### config.mk
export PLATFORM = sky130hd
export DESIGN_NAME = fetch_prefetch_flat
export DESIGN_NICKNAME = d
export VERILOG_FILES = /design/src/rtl/fetch_prefetch_if.sv /design/src/rtl/fetch_prefetch.sv /design/src/flat_wrapper.sv
export SDC_FILE = /design/constraint.sdc
export NUM_CORES = 1
export LEC_CHECK = 0
export CAP_MARGIN = 20
export CORE_AREA = 2 2 152 154
export CTS_CLUSTER_DIAMETER = 60
export DETAILED_ROUTE_END_ITERATION = 12
export DIE_AREA = 0 0 154 156
export GPL_ROUTABILITY_DRIVEN = 0
export PLACE_DENSITY_LB_ADDON = 0.15
export SLEW_MARGIN = 15
export SYNTH_ARGS = -nofsm -noshare
export SYNTH_HDL_FRONTEND = slang
export SYNTH_SLANG_ARGS = --single-unit
### constraint.sdc
create_clock -name clk -period 5.7 [get_ports clk]
set_clock_uncertainty 0.05 [all_clocks]
set_input_delay 0.855 -clock clk [delete_from_list [all_inputs] [get_ports clk]]
set_output_delay 0.855 -clock clk [all_outputs]
set_load 0.005 [all_outputs]
### src/rtl/fetch_prefetch_if.sv
// Fetch/decode bus for fetch_prefetch: memory read port, redirect inputs and
// the decode-side valid/ready head of the prefetch queue.
interface fetch_prefetch_if #(
    parameter int unsigned N     = 24,
    parameter int unsigned DEPTH = 4
);
    localparam int unsigned CW = $clog2(DEPTH) + 1;

    logic [N-1:0]  instruction;
    logic [N-1:0]  ResultW;
    logic          PCSrcW;
    logic [N-1:0]  BranchTargetE;
    logic          BranchTakenE;
    logic          ReadyD;

    logic [N-1:0]  PCF;
    logic          ValidD;
    logic          VectorD;
    logic [N-1:0]  InstrD;
    logic [N-1:0]  InstrD_vector;
    logic [N-1:0]  PCPlus8D;
    logic [CW-1:0] CountF;

    modport master (
        input  instruction, ResultW, PCSrcW, BranchTargetE, BranchTakenE, ReadyD,
        output PCF, ValidD, VectorD, InstrD, InstrD_vector, PCPlus8D, CountF
    );

    modport slave (
        output instruction, ResultW, PCSrcW, BranchTargetE, BranchTakenE, ReadyD,
        input  PCF, ValidD, VectorD, InstrD, InstrD_vector, PCPlus8D, CountF
    );
endinterface

### src/rtl/fetch_prefetch.sv
// Fetch stage with a DEPTH-entry prefetch queue; fetch runs ahead of decode
// and any Execute/Writeback redirect flushes the queue.
module fetch_prefetch #(
    parameter int unsigned   N        = 24,
    parameter int unsigned   DEPTH    = 4,
    parameter logic [N-1:0]  RESET_PC = '0,
    parameter int unsigned   PC_STEP  = 4,
    parameter int unsigned   VBIT     = 20
) (
    input  logic             clk,
    input  logic             rst,
    fetch_prefetch_if.master bus
);
    localparam int unsigned AW = $clog2(DEPTH);
    localparam int unsigned CW = AW + 1;
    localparam logic [CW-1:0] FULL_COUNT = CW'(DEPTH);

    logic [N-1:0]  pcReg;
    logic [N-1:0]  pcMem    [DEPTH];
    logic [N-1:0]  instrMem [DEPTH];
    logic [AW-1:0] rdPtr;
    logic [AW-1:0] wrPtr;
    logic [CW-1:0] count;

    logic          redir;
    logic [N-1:0]  target;
    logic          validHead;
    logic          pop;
    logic          push;
    logic [N-1:0]  headPc;
    logic [N-1:0]  headInstr;

    always_comb begin
        redir     = bus.PCSrcW | bus.BranchTakenE;
        target    = bus.PCSrcW ? bus.ResultW : bus.BranchTargetE;
        validHead = (count != '0) & ~redir;
        pop       = validHead & bus.ReadyD;
        // A pop in the same cycle frees the slot, so a full queue keeps streaming.
        push      = ~redir & ((count != FULL_COUNT) | pop);
        headPc    = pcMem[rdPtr];
        headInstr = instrMem[rdPtr];
    end

    always_ff @(posedge clk or negedge rst) begin
        if (!rst) begin
            pcReg <= RESET_PC;
            rdPtr <= '0;
            wrPtr <= '0;
            count <= '0;
        end else if (redir) begin
            pcReg <= target;
            rdPtr <= '0;
            wrPtr <= '0;
            count <= '0;
        end else begin
            if (push) begin
                pcReg <= pcReg + N'(PC_STEP);
                wrPtr <= wrPtr + 1'b1;
            end
            if (pop) begin
                rdPtr <= rdPtr + 1'b1;
            end
            unique case ({push, pop})
                2'b10:   count <= count + 1'b1;
                2'b01:   count <= count - 1'b1;
                default: count <= count;
            endcase
        end
    end

    // Storage needs no reset: entries are only observed behind validHead.
    always_ff @(posedge clk) begin
        if (push) begin
            pcMem[wrPtr]    <= pcReg;
            instrMem[wrPtr] <= bus.instruction;
        end
    end

    always_comb begin
        bus.PCF           = pcReg;
        bus.CountF        = count;
        bus.ValidD        = validHead;
        bus.VectorD       = validHead & headInstr[VBIT];
        bus.InstrD        = (validHead & ~headInstr[VBIT]) ? headInstr : '0;
        bus.InstrD_vector = (validHead &  headInstr[VBIT]) ? headInstr : '0;
        bus.PCPlus8D      = validHead ? (headPc + N'(8)) : '0;
    end
endmodule

### src/flat_wrapper.sv
// flat-port wrapper written by rule: the top's interface ports become plain ports
module fetch_prefetch_flat 
#(
    parameter int unsigned   N        = 24,
    parameter int unsigned   DEPTH    = 4,
    parameter logic [N-1:0]  RESET_PC = '0,
    parameter int unsigned   PC_STEP  = 4,
    parameter int unsigned   VBIT     = 20
)
  (clk, rst, bus_instruction, bus_ResultW, bus_PCSrcW, bus_BranchTargetE, bus_BranchTakenE, bus_ReadyD, bus_PCF, bus_ValidD, bus_VectorD, bus_InstrD, bus_InstrD_vector, bus_PCPlus8D, bus_CountF);
  fetch_prefetch_if #(.N(N), .DEPTH(DEPTH)) bus_i ();
  input  logic clk;
  input  logic rst;
  input wire logic [$bits(bus_i.instruction)-1:0] bus_instruction;
  input wire logic [$bits(bus_i.ResultW)-1:0] bus_ResultW;
  input wire logic [$bits(bus_i.PCSrcW)-1:0] bus_PCSrcW;
  input wire logic [$bits(bus_i.BranchTargetE)-1:0] bus_BranchTargetE;
  input wire logic [$bits(bus_i.BranchTakenE)-1:0] bus_BranchTakenE;
  input wire logic [$bits(bus_i.ReadyD)-1:0] bus_ReadyD;
  output wire logic [$bits(bus_i.PCF)-1:0] bus_PCF;
  output wire logic [$bits(bus_i.ValidD)-1:0] bus_ValidD;
  output wire logic [$bits(bus_i.VectorD)-1:0] bus_VectorD;
  output wire logic [$bits(bus_i.InstrD)-1:0] bus_InstrD;
  output wire logic [$bits(bus_i.InstrD_vector)-1:0] bus_InstrD_vector;
  output wire logic [$bits(bus_i.PCPlus8D)-1:0] bus_PCPlus8D;
  output wire logic [$bits(bus_i.CountF)-1:0] bus_CountF;
  assign bus_i.instruction = bus_instruction;
  assign bus_i.ResultW = bus_ResultW;
  assign bus_i.PCSrcW = bus_PCSrcW;
  assign bus_i.BranchTargetE = bus_BranchTargetE;
  assign bus_i.BranchTakenE = bus_BranchTakenE;
  assign bus_i.ReadyD = bus_ReadyD;
  assign bus_PCF = bus_i.PCF;
  assign bus_ValidD = bus_i.ValidD;
  assign bus_VectorD = bus_i.VectorD;
  assign bus_InstrD = bus_i.InstrD;
  assign bus_InstrD_vector = bus_i.InstrD_vector;
  assign bus_PCPlus8D = bus_i.PCPlus8D;
  assign bus_CountF = bus_i.CountF;
  fetch_prefetch #(.N(N), .DEPTH(DEPTH), .RESET_PC(RESET_PC), .PC_STEP(PC_STEP), .VBIT(VBIT)) u_core (.clk(clk), .rst(rst), .bus(bus_i));
endmodule
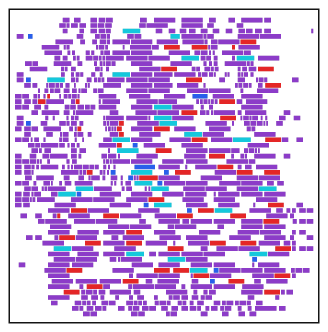
Figure 1: cell sizes after repair.
(2 px per um)
- drive 1 or less: purple (cells 739; share 88%)
- drive 6 and up: cyan (cells 26; share 3.1%)
- drive 3 to 4: blue (cells 16; share 1.9%)
- drive 2: red (cells 57; share 6.8%)

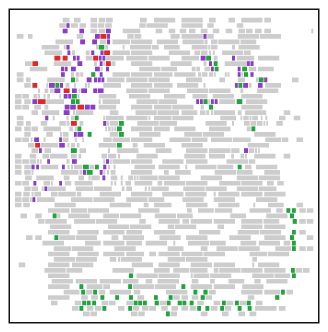
Figure 2: selected gate families.
(2 px per um)
- inverting AOI/OAI gates: purple (cells 86)
- AND and OR gates: green (cells 81; where spread over the die)
- AND-OR and OR-AND gates: red (cells 13; where upper left)

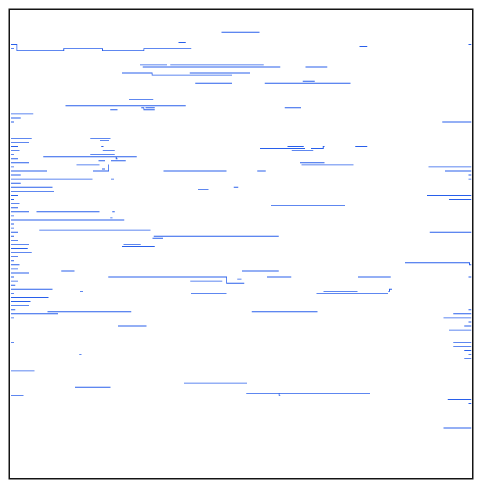
Figure 3: metal 3.
(3 px per um)
- main direction: horizontal
- share of all routed wire: 5.9%

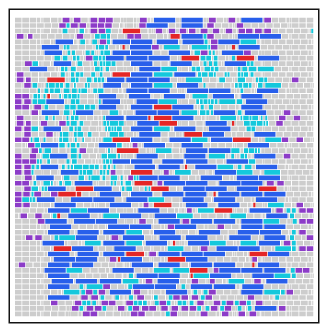
Figure 4: placement by cell class.
(2 px per um) Fill, decap, tap and diode cells in gray.
- flops: blue (cells 223)
- all other logic: cyan (cells 386)
- clock drivers and dummy loads: red (cells 40)
- other buffers and delay cells: purple (cells 189)

==> where the power goes <==
group	switching [mW]	total (mW)	internal [mW]
sequential	0.0633	1.90	1.84
clock	0.575	1.42	0.845
combinational	0.133	0.297	0.164
total	0.771	3.62	2.84
==> kinds of logic after synthesis <==
kind of cell,after synthesis,share of synthesized area (%)
AOI/OAI and AO/OA,99,6.34
xor gates and xnor gates,18,1.59
adders and majority gates,8,1.01
buffers and inverters,48,2.23
DFF,223,66.1
muxes,58,12.1
other,1,0.0379
and+or+nand+nor,191,10.6
==> through the flow <==
| step | total power [mW] | util, % |
|---|---|---|
| after CTS | 3.64 | 56.6 |
| after global routing | 3.74 | 56.6 |
| after detailed placement | 2.23 | 53.4 |
| after global placement | 2.22 | 53.4 |
| final | 3.62 | 56.6 |
| after floorplan | 2.05 | - |
==> GITHUB_STEP_SUMMARY <==
### Flow metrics

| Metric | Value |
|---|---|
| Synth cell types | 56 |
| Clock period minus worst slack | just under 5000 ps |
| Placed cell area | 0.0119 mm2 |
| CP Launch Type | register |
| Layout cells sized above 1 | 11.8% |
| TritonCTS clock tree | yes |
| RSZ-0062 raised after global routing | no |
| Flop share of the area | 51.8% |
| Post-synthesis sequential area ratio | approximately two thirds |
| Post-Synthesis Net Count | 731 |
| Dominant class by area | registers |
| Logic gate fraction of the total cell area | 24.8% |
| ClkCell Share | 5.61% |
| Crit-path slowest cell | dfrtp_2 |
| GR peak layer | met2 |
| Hold_ws | 520 ps |
| Ports | 178 |
| CTS buffer count | 22 |
| DP Cell Count | 1083 |
| Worst setup path start | u_core.rdPtr[1]$_DFFE_PN0P_ |
| Primary FF master, synth | edfxtp_1 |
| Layout area overhead | 27.9% |
| Main area contributors | edfxtp_1, mux4_2, dfrtp_1, and3_1, and2_1 |
| # resized after CTS | 0 |
| Late-Pin Clk Latency | 490 ps |
| Worst Tran Pin Value | 940 ps |
| Hold_sp | u_core.bus.PCF[1]$_DFFE_PN0P_ |
| Pre-CTS setup slack | 1310 ps |
| Post-synth ARST share | between 10% and 20% |
| Flip-flops | between 200 and 250 |
| Final instance area | between 0.01 and 0.015 mm2 |
| Vias per cell | 5.57 |
| Hold Vio Cnt, Final | 0 |
| Fillers | 1709 |
| Yosys warnings | 0 |
| Antenna violations before repair | 0 |
| Dpl hpwl | 15300 um |
| P_leak | ~4.3 nW |
| Worst Path Buf+Inv | 1 |
| Run status | completed |
| Cells after Synth | around 650 |
| First-pass GRT wire length | 35700 um |
| Clk sink count | 223 |
| Yosys top cell by area | edfxtp_1 |
| Hold EP | u_core.pcMem[0][1]$_DFFE_PP_ |
| DRC Markers | 0 |
| Max-area cell share | 58.3% |
| Critical path class | reg -> out |
| Final Non-Filler Cells | roughly 1.1k |
| Non-CTS buffers | 189 |
| Largest net degree at the start of global routing | 35 |
| Post-synth regs | 223 |
| Yosys chip area | 0.00989 mm2 |
| Max Fclk | 205 MHz |
| GRT overflow | 0 |
| Post-synth EDFFs | 192 |
| Most common cell in the netlist | edfxtp_1 |
| CTS Hold Bufs | 0 |
| Hold path cells | 0 |
| Nets | 907 |
| Setup repair bufs after CTS | 0 |
| I/O Buffers | 176 |
| Via Count | 6259 |
| Top sig layer | met4 |
| Met3 Use GR | about 3.2% |
| Final setup violation count | 0 |
| Crit Path Max Fanout | 25 |
| Most common logic cell in the routed design | edfxtp_1 |
| Die area | 0.0240 mm2 |
| Inverters | 11 |
| First-pass detailed-route iteration total | 5 |
| Setup WS post-layout | 820 ps |
| Core area | ~0.022 mm2 |
| Crit path DRT | 4800 ps |
| Die height | around 160 um |
| N_taps | ~290 |
| Die Width | 154 um |
| Hold Crit Class | reg -> reg |
| Ys cells | 646 |
| CTS H-tree lvls | 1 |
| Clk_buf instances | 32 |
| R2R Path Start | u_core.bus.CountF[0]$_DFFE_PN0P_ |
| CP Capture Type | primary output |
| Slowest cell delay on critical path | 770 ps |
| Floorplan core density | 44.2% |
| Post-Route M1 WL | 9710 um |
| Met3 wire length | 1340 um |
| Levels on crit path | 8 |
| DRT iter0 DRCs | 548 |
| Slew Viols, Final | 0 |
| Row count | 55 |
| Register area | around 0.0065 mm2 |
| PD cells | between 200 and 300 mW/mm2 |
| Max-slew headroom | approximately 37% |
| Mapped Area | approximately 0.0099 mm2 |
| Avg Inst Size Synth | 15.3 um2 |
| Buffering overhead | 14.7% |
| Avg WL per Cell | 20.2 um |
| Met2 WL | between 10000 and 15000 um |
| Drt total wl | 22700 um |
| Max-cap viol count | 0 |
| CP Cell Sequence | mux4_2 > ha_1 > nand2_1 > o22ai_1 > nand4b_1 > or4_1 > a21oi_1 > clkdlybuf4s50_1 |
| OpenROAD warning count | 30 |
| Combinational Area | 0.00314 mm2 |
| Clk root buf | clkbuf_16 |
Power figures rest on the tool's default switching activity, not on a simulated workload.
